===== src/rtl/ccff_chain_loader_pkg.sv =====
// ccff_chain_loader_pkg: shared state encoding and byte width for the chain loader
package ccff_chain_loader_pkg;
  localparam int BYTE_W = 8;
  typedef enum logic [2:0] {ST_IDLE, ST_LOAD, ST_SHIFT, ST_DRAIN, ST_DONE} state_t;
endpackage


===== src/rtl/ccff_chain_loader.sv =====
// ccff_chain_loader: streams a bitstream into a ccff chain MSB-first and returns the old contents as readback bytes
module ccff_chain_loader
  import ccff_chain_loader_pkg::*;
#(
  parameter int CHAIN_LEN = 32,
  parameter int CNT_W = 13
) (
  input  logic       prog_clk,
  input  logic       prog_reset_n,
  input  logic       start,
  input  logic       in_valid,
  output logic       in_ready,
  input  logic [7:0] in_data,
  output logic       ccff_head,
  output logic       ccff_clk_en,
  input  logic       ccff_tail,
  output logic       rb_valid,
  input  logic       rb_ready,
  output logic [7:0] rb_data,
  output logic       busy,
  output logic       done
);
  state_t r_state, w_nxt;
  logic [7:0] r_shreg, r_rbreg;
  logic [CNT_W-1:0] r_remain;
  logic [3:0] r_nbits, r_blen, w_nbits_ld;
  logic r_in_ready, r_clk_en, r_head, r_rb_valid, r_busy, r_done;
  // a byte carries 8 chain bits except the final partial one
  assign w_nbits_ld = (r_remain >= CNT_W'(BYTE_W)) ? 4'(BYTE_W) : r_remain[3:0];
  // next-state decode; every output below is registered from this
  always_comb begin
    w_nxt = r_state;
    case (r_state)
      ST_IDLE:  w_nxt = start ? ST_LOAD : ST_IDLE;
      ST_LOAD:  w_nxt = in_valid ? ST_SHIFT : ST_LOAD;
      ST_SHIFT: w_nxt = (r_nbits == 4'd1) ? ST_DRAIN : ST_SHIFT;
      ST_DRAIN: w_nxt = rb_ready ? ((r_remain == '0) ? ST_DONE : ST_LOAD) : ST_DRAIN;
      default:  w_nxt = ST_IDLE;
    endcase
  end
  // FSM, datapath and registered outputs; async reset kills the chain clock at once
  always_ff @(posedge prog_clk or negedge prog_reset_n) begin
    if (!prog_reset_n) begin
      r_state    <= ST_IDLE;
      r_shreg    <= '0;
      r_rbreg    <= '0;
      r_remain   <= '0;
      r_nbits    <= '0;
      r_blen     <= '0;
      r_in_ready <= 1'b0;
      r_clk_en   <= 1'b0;
      r_head     <= 1'b0;
      r_rb_valid <= 1'b0;
      r_busy     <= 1'b0;
      r_done     <= 1'b0;
    end else begin
      r_state    <= w_nxt;
      r_in_ready <= w_nxt == ST_LOAD;
      r_clk_en   <= w_nxt == ST_SHIFT;
      r_rb_valid <= w_nxt == ST_DRAIN;
      r_busy     <= w_nxt != ST_IDLE;
      r_done     <= w_nxt == ST_DONE;
      r_head     <= (w_nxt == ST_SHIFT) && ((r_state == ST_LOAD) ? in_data[7] : r_shreg[6]);
      if (r_state == ST_IDLE && start) r_remain <= CNT_W'(CHAIN_LEN);
      if (r_state == ST_LOAD && in_valid) begin
        r_shreg <= in_data;
        r_rbreg <= '0;
        r_nbits <= w_nbits_ld;
        r_blen  <= w_nbits_ld;
      end
      if (r_state == ST_SHIFT) begin
        r_shreg  <= {r_shreg[6:0], 1'b0};
        r_rbreg  <= {r_rbreg[6:0], ccff_tail};
        r_remain <= r_remain - 1'b1;
        r_nbits  <= r_nbits - 1'b1;
      end
    end
  end
  assign in_ready    = r_in_ready;
  assign ccff_clk_en = r_clk_en;
  assign ccff_head   = r_head;
  assign rb_valid    = r_rb_valid;
  assign busy        = r_busy;
  assign done        = r_done;
  assign rb_data     = r_rbreg << (4'(BYTE_W) - r_blen);
endmodule


===== config.mk =====
export PLATFORM = sky130hd
export DESIGN_NAME = ccff_chain_loader
export DESIGN_NICKNAME = d
export VERILOG_FILES = /design/src/rtl/ccff_chain_loader_pkg.sv /design/src/rtl/ccff_chain_loader.sv
export SDC_FILE = /design/constraint.sdc
export NUM_CORES = 1
export LEC_CHECK = 0
export CORE_MARGIN = 4
export CORE_UTILIZATION = 35
export DETAILED_ROUTE_END_ITERATION = 7
export PLACE_DENSITY = 0.61
export SETUP_SLACK_MARGIN = 0.05
export SLEW_MARGIN = 20
export SYNTH_ARGS = -nofsm -noshare
export SYNTH_HDL_FRONTEND = slang
export SYNTH_SLANG_ARGS = --single-unit

===== constraint.sdc =====
create_clock -name prog_clk -period 6.5 [get_ports prog_clk]
set_clock_uncertainty 0.15 [all_clocks]
set_input_delay 1.3 -clock prog_clk [delete_from_list [all_inputs] [get_ports prog_clk]]
set_output_delay 1.3 -clock prog_clk [all_outputs]
set_load 0.02 [all_outputs]

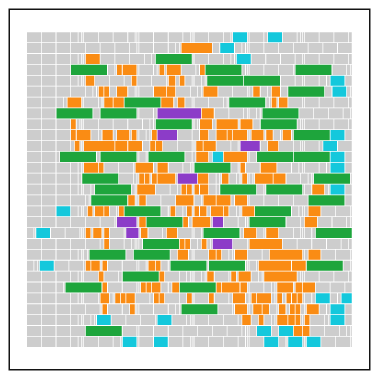
Fig. 1. Cells colored by class (run 1).
Scale: 4 px per µm. Fill, decap, tap and diode cells in gray.
| class | color | cells |
|---|---|---|
| remaining buffers and delay cells | cyan | 28 |
| remaining logic cells | orange | 172 |
| registers | green | 45 |
| clock drivers and dummy loads | purple | 8 |

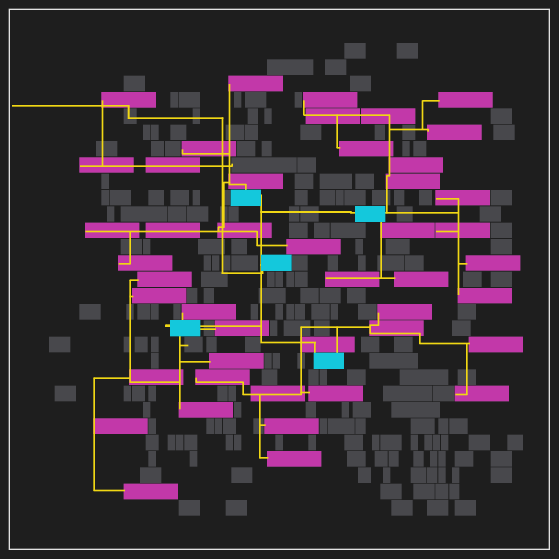
Fig. 2. Clock wires, drivers and flops (run 1).
Scale: 6 px per µm.
[clock-net drivers] cyan | count: 5
[clock wires] yellow | length: 565 µm
[flip-flops] magenta | count: 45
routed clock nets: 6

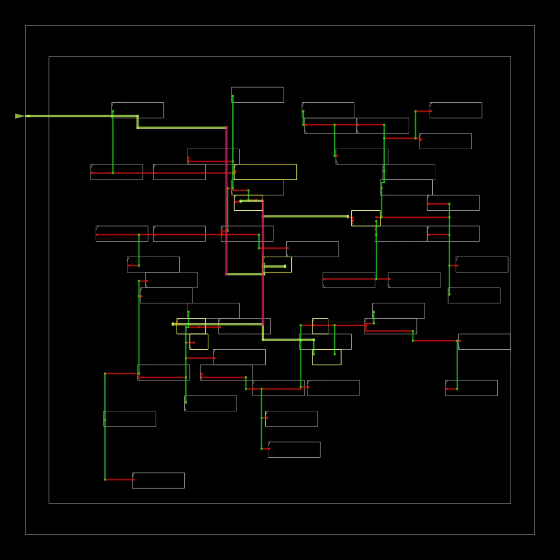
Fig. 3. Clock wiring as the flow saved it (run 1).
cts bufs inserted: 5
seq_cells: 45
clkbuf count: 5
Worst-Skew Late Latency: 300 ps

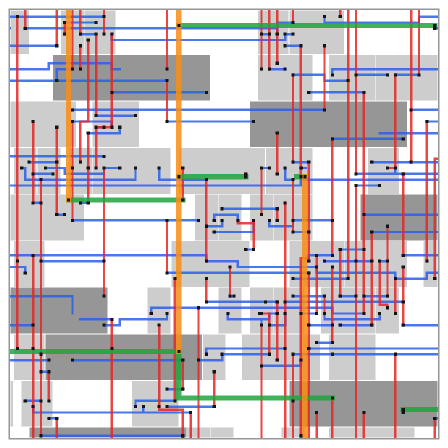
Fig. 4. Zoomed window (run 1).
Window x 32 to 57, y 32 to 57 µm. Cells in gray, sequential cells in the stronger gray; small squares are vias.
| layer | color |
|---|---|
| M1 | blue |
| M3 | green |
| M4 | orange |
| M2 | red |
cells with their middle in the window: 42
most frequent: nand2_1 (6), nand3_1 (5), dfrtp_1 (5)
sequential cells in the window: 5
netlist names of flops here include: r_nbits (2), r_remain (2)

-- run 1: through the flow --
stage	utilization	cell area [µm²]	power (mW)
global placement	0.4155	2669	1.292
global route	0.4339	2786	1.639
finish	0.4339	2786	1.510
floorplan	-	2340	1.075
detailed placement	0.4155	2669	1.310
CTS	0.4335	2784	1.526
-- run 1: area by class of cell --
| type | instances | area (µm²) | area share |
|---|---|---|---|
| inverter | 8 | 30.03 | 0.01078 |
| multi-input combinational | 164 | 1144 | 0.4104 |
| tap | 77 | 96.34 | 0.03458 |
| sequential | 45 | 1126 | 0.4041 |
| clock inverter | 3 | 46.29 | 0.01661 |
| clock buffer | 5 | 68.82 | 0.02470 |
| timing repair buffer | 28 | 275.3 | 0.09879 |
==> ci_impl_report.md, run 1 <==
### Yosys + OpenROAD results

| Metric | Value |
|---|---|
| Clock root buffer | `clkbuf_8` |
| Syn_nets | `between 200 and 250` |
| Hold path depth | `1` |
| GR Layer Usage met3 | `0.03506` |
| IR drop worst, VDD | `~150 µV` |
| Top reg by flops | `r_remain` |
| Setup repair bufs after CTS | `0` |
| Post-synth EDFFs | `0` |
| Pre-CTS worst setup slack | `around 2500 ps` |
| FMAX | `about 0.23 GHz` |
| NumNets Final | `271` |
| Layout area overhead | `19.09%` |
| Reg2Reg Depth | `4` |
| Post-Synth XOR/XNOR Area | `0.01497` |
| Yosys cell count | `between 200 and 250` |
| Arrival time worst endpoint | `around 2900 ps` |
| PostCTS Resize Cnt | `0` |
| DRT met1 WL | `between 2 and 2.5 mm` |
| Top-area cell type share of the netlist area | `0.4813` |
| Vias/cell | `~5.3` |
| I/O pin total | `28` |
| Yosys top cell by area | `dfrtp_1` |
| Top cells by count | `dfrtp_1, nand2_1, nor2_1` |
| Main area contributors | `dfrtp_1, nand2_1, mux2i_1` |
| WHS Endpoint | `r_nbits[3]$_DFFE_PN0P_` |
| FP Util | `0.3643` |
| Worst path depth | `6` |
| Critical path's slowest cell | `dfrtp_1` |
| Mux share | `0.09091` |
| Met3 routed WL | `187 µm` |
| CP cell instances | `inv_1 -> ha_1 -> mux4_2 -> nand2_1 -> a21oi_1 -> clkdlybuf4s50_1` |
| Setup TNS | `0 ps` |
| DP HPWL | `3.387 mm` |
| Hold Crit Class | `flop to flop` |
| Drt wl/cell | `between 10 and 15 µm` |
| Top comb family, area | `simple AND/OR/NAND/NOR gates` |
| DP Cell Count | `322` |
| Setup crit end | `rb_data[6]` |
| Part of the power in registers | `0.352` |
| Fin crit share | `0.6676` |
| Non-Filler Instances | `roughly 330` |
| Max Cap Viol | `0` |
| M1 GR Usage | `0.1619` |
| Critical path startpoint category | `flop` |
| PortBufs | `27` |
| DRT iter0 DRCs | `approximately 61` |
| Mapped Area | `2340 µm²` |
| CTS clk-pin slew, worst paths | `90 ps` |
| Tool warnings | `28` |
| Element type at the critical path end | `primary output` |
| CP Buf/Inv Count | `2` |
| Slew HR | `0.4002` |
| Most common cell in the netlist | `dfrtp_1` |
| Chip Height | `89.76 µm` |
| Final min period | `about 4300 ps` |
| RSZ-0062 raised after global routing | `no` |
| Largest net degree at the start of global routing | `~46` |
| Global-route wire length before repair | `about 8.4 mm` |
| Sw frac | `0.4281` |
| Worst slew pin tran | `between 800 and 900 ps` |
| Seq cells post-synth | `~45` |
| Core ar. | `between 6000 and 7000 µm²` |
| Core Rows | `29` |
| GRT Resource Usage Total | `0.1247` |
| Distinct lib cells used | `approximately 48` |
| Comb group | `between 0.7 and 0.8 mW` |
| Worst path required time | `~5100 ps` |
| 1st-pass router iterations | `4` |
| Met2 Track Usage GR | `0.2049` |
| Global route overflow | `0` |
| # hold bufs at CTS | `0` |
| Dominant logic cell type in the layout | `dfrtp_1` |
| N_diodes | `0` |
| Outcome | `completed` |
| Max reg flops | `13` |
--- run 2 (diff from run 1) ---
clock period = 4.33 ns   (was 6.5 ns; I/O delays follow)
==> ci_impl_report.md, run 2 <==
### Yosys + OpenROAD results

| Metric | Value |
|---|---|
| Layout clock area frac | `0.04773` |
| Logic share of the area | `0.4077` |
| 1st-pass router iterations | `4` |
| Flop share of the area | `0.4014` |
| Top-area cell type share of the netlist area | `0.4813` |
| N_diodes | `0` |
| Worst path required time | `3310 ps` |
| Fin area | `around 2800 µm²` |
| Setup crit end | `rb_data[6]` |
| Main area contributors | `dfrtp_1, nand2_1, mux2i_1` |
| NumNets Final | `between 200 and 300` |
| Global-route wire length before repair | `about 8.6 mm` |
| Core ar. | `roughly 6400 µm²` |
| Hold Crit Class | `flop to flop` |
| I/O pin total | `28` |
| Setup TNS | `0 ps` |
| CP Buf/Inv Count | `2` |
| Tool warnings | `28` |
| PostCTS Resize Cnt | `0` |
| Drt wl/cell | `approximately 14 µm` |
| Power consumption | `approximately 2.3 mW` |
| FP Util | `0.3643` |
| MI comb cells | `between 150 and 200` |
| Worst path depth | `6` |
| # hold bufs at CTS | `0` |
| IR drop worst, VDD | `227.6 µV` |
| Reg2Reg Depth | `4` |
| Critical path's slowest cell | `dfrtp_1` |
| Outcome | `completed` |
| Most common cell in the netlist | `dfrtp_1` |
| Arrival time worst endpoint | `2900 ps` |
| Logic area | `approximately 1100 µm²` |
| DP Cell Count | `322` |
| Final Core Density | `0.4368` |
| Global route overflow | `0` |
| Yosys cell count | `227` |
| WHS Endpoint | `r_nbits[3]$_DFFE_PN0P_` |
| Top reg by flops | `r_remain` |
| Dpl cell area | `roughly 2700 µm²` |
| Clock root buffer | `clkbuf_8` |
| Syn_nets | `around 250` |
| CTS clk-pin slew, worst paths | `approximately 90 ps` |
| Max Cap Viol | `0` |
| Dominant logic cell type in the layout | `dfrtp_1` |
| Vias/cell | `between 5 and 6` |
| Top cells by count | `dfrtp_1, nand2_1, nor2_1` |
## run 2: cell count changes in the layout (fill, tap and decap cells not counted)
cell / previous run / this run
bufinv_16: 1 / 2
clkinv_2: 0 / 1
clkinv_4: 1 / 0
clkinvlp_4: 1 / 0
## run 2: kinds of logic after synthesis
logic type | after synthesis
AND-OR/OR-AND | 41
XOR/XNOR | 4
adder cells (fa/ha/maj) | 5
buffers and inverters | 18
flip-flops | 45
multiplexers | 16
AND/OR/NAND/NOR | 98
## run 2: layer usage
layer	global-route usage	routed length, µm	up-vias	share of wire
met1	0.1803	2299	875	0.48
met3	0.02755	142	7	0.030
met2	0.1961	2273	22	0.48
met5	0	0	-	0
li1	-	-	874	-
met4	0.04215	65	0	0.014
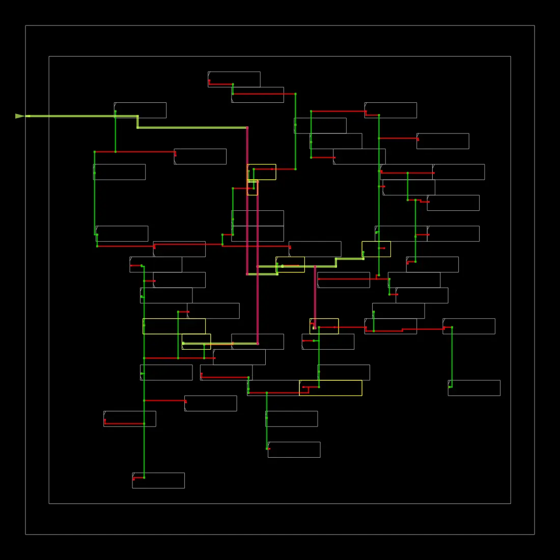
Fig. 5. Clock wiring as the flow saved it (run 2).
clock group power: 0.373 mW
clk sink count: 45

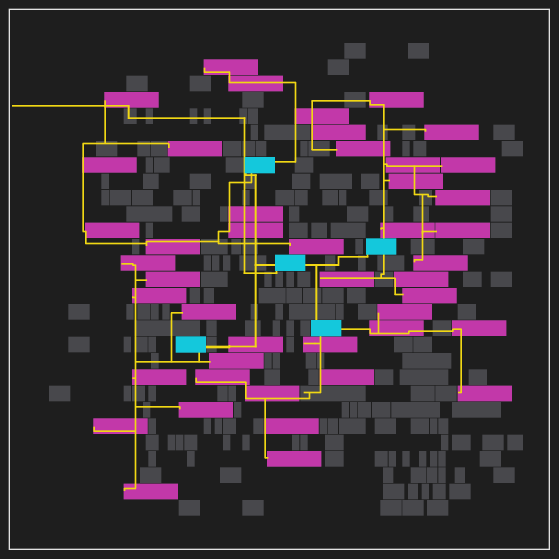
Fig. 6. Clock wires, drivers and flops (run 2).
Scale: 6 px per µm.
[clock-net drivers] cyan | count: 5
[flip-flops] magenta | count: 45
[clock wires] yellow | length: 581 µm
routed clock nets: 6

Power is estimated from default activity; no workload was simulated.
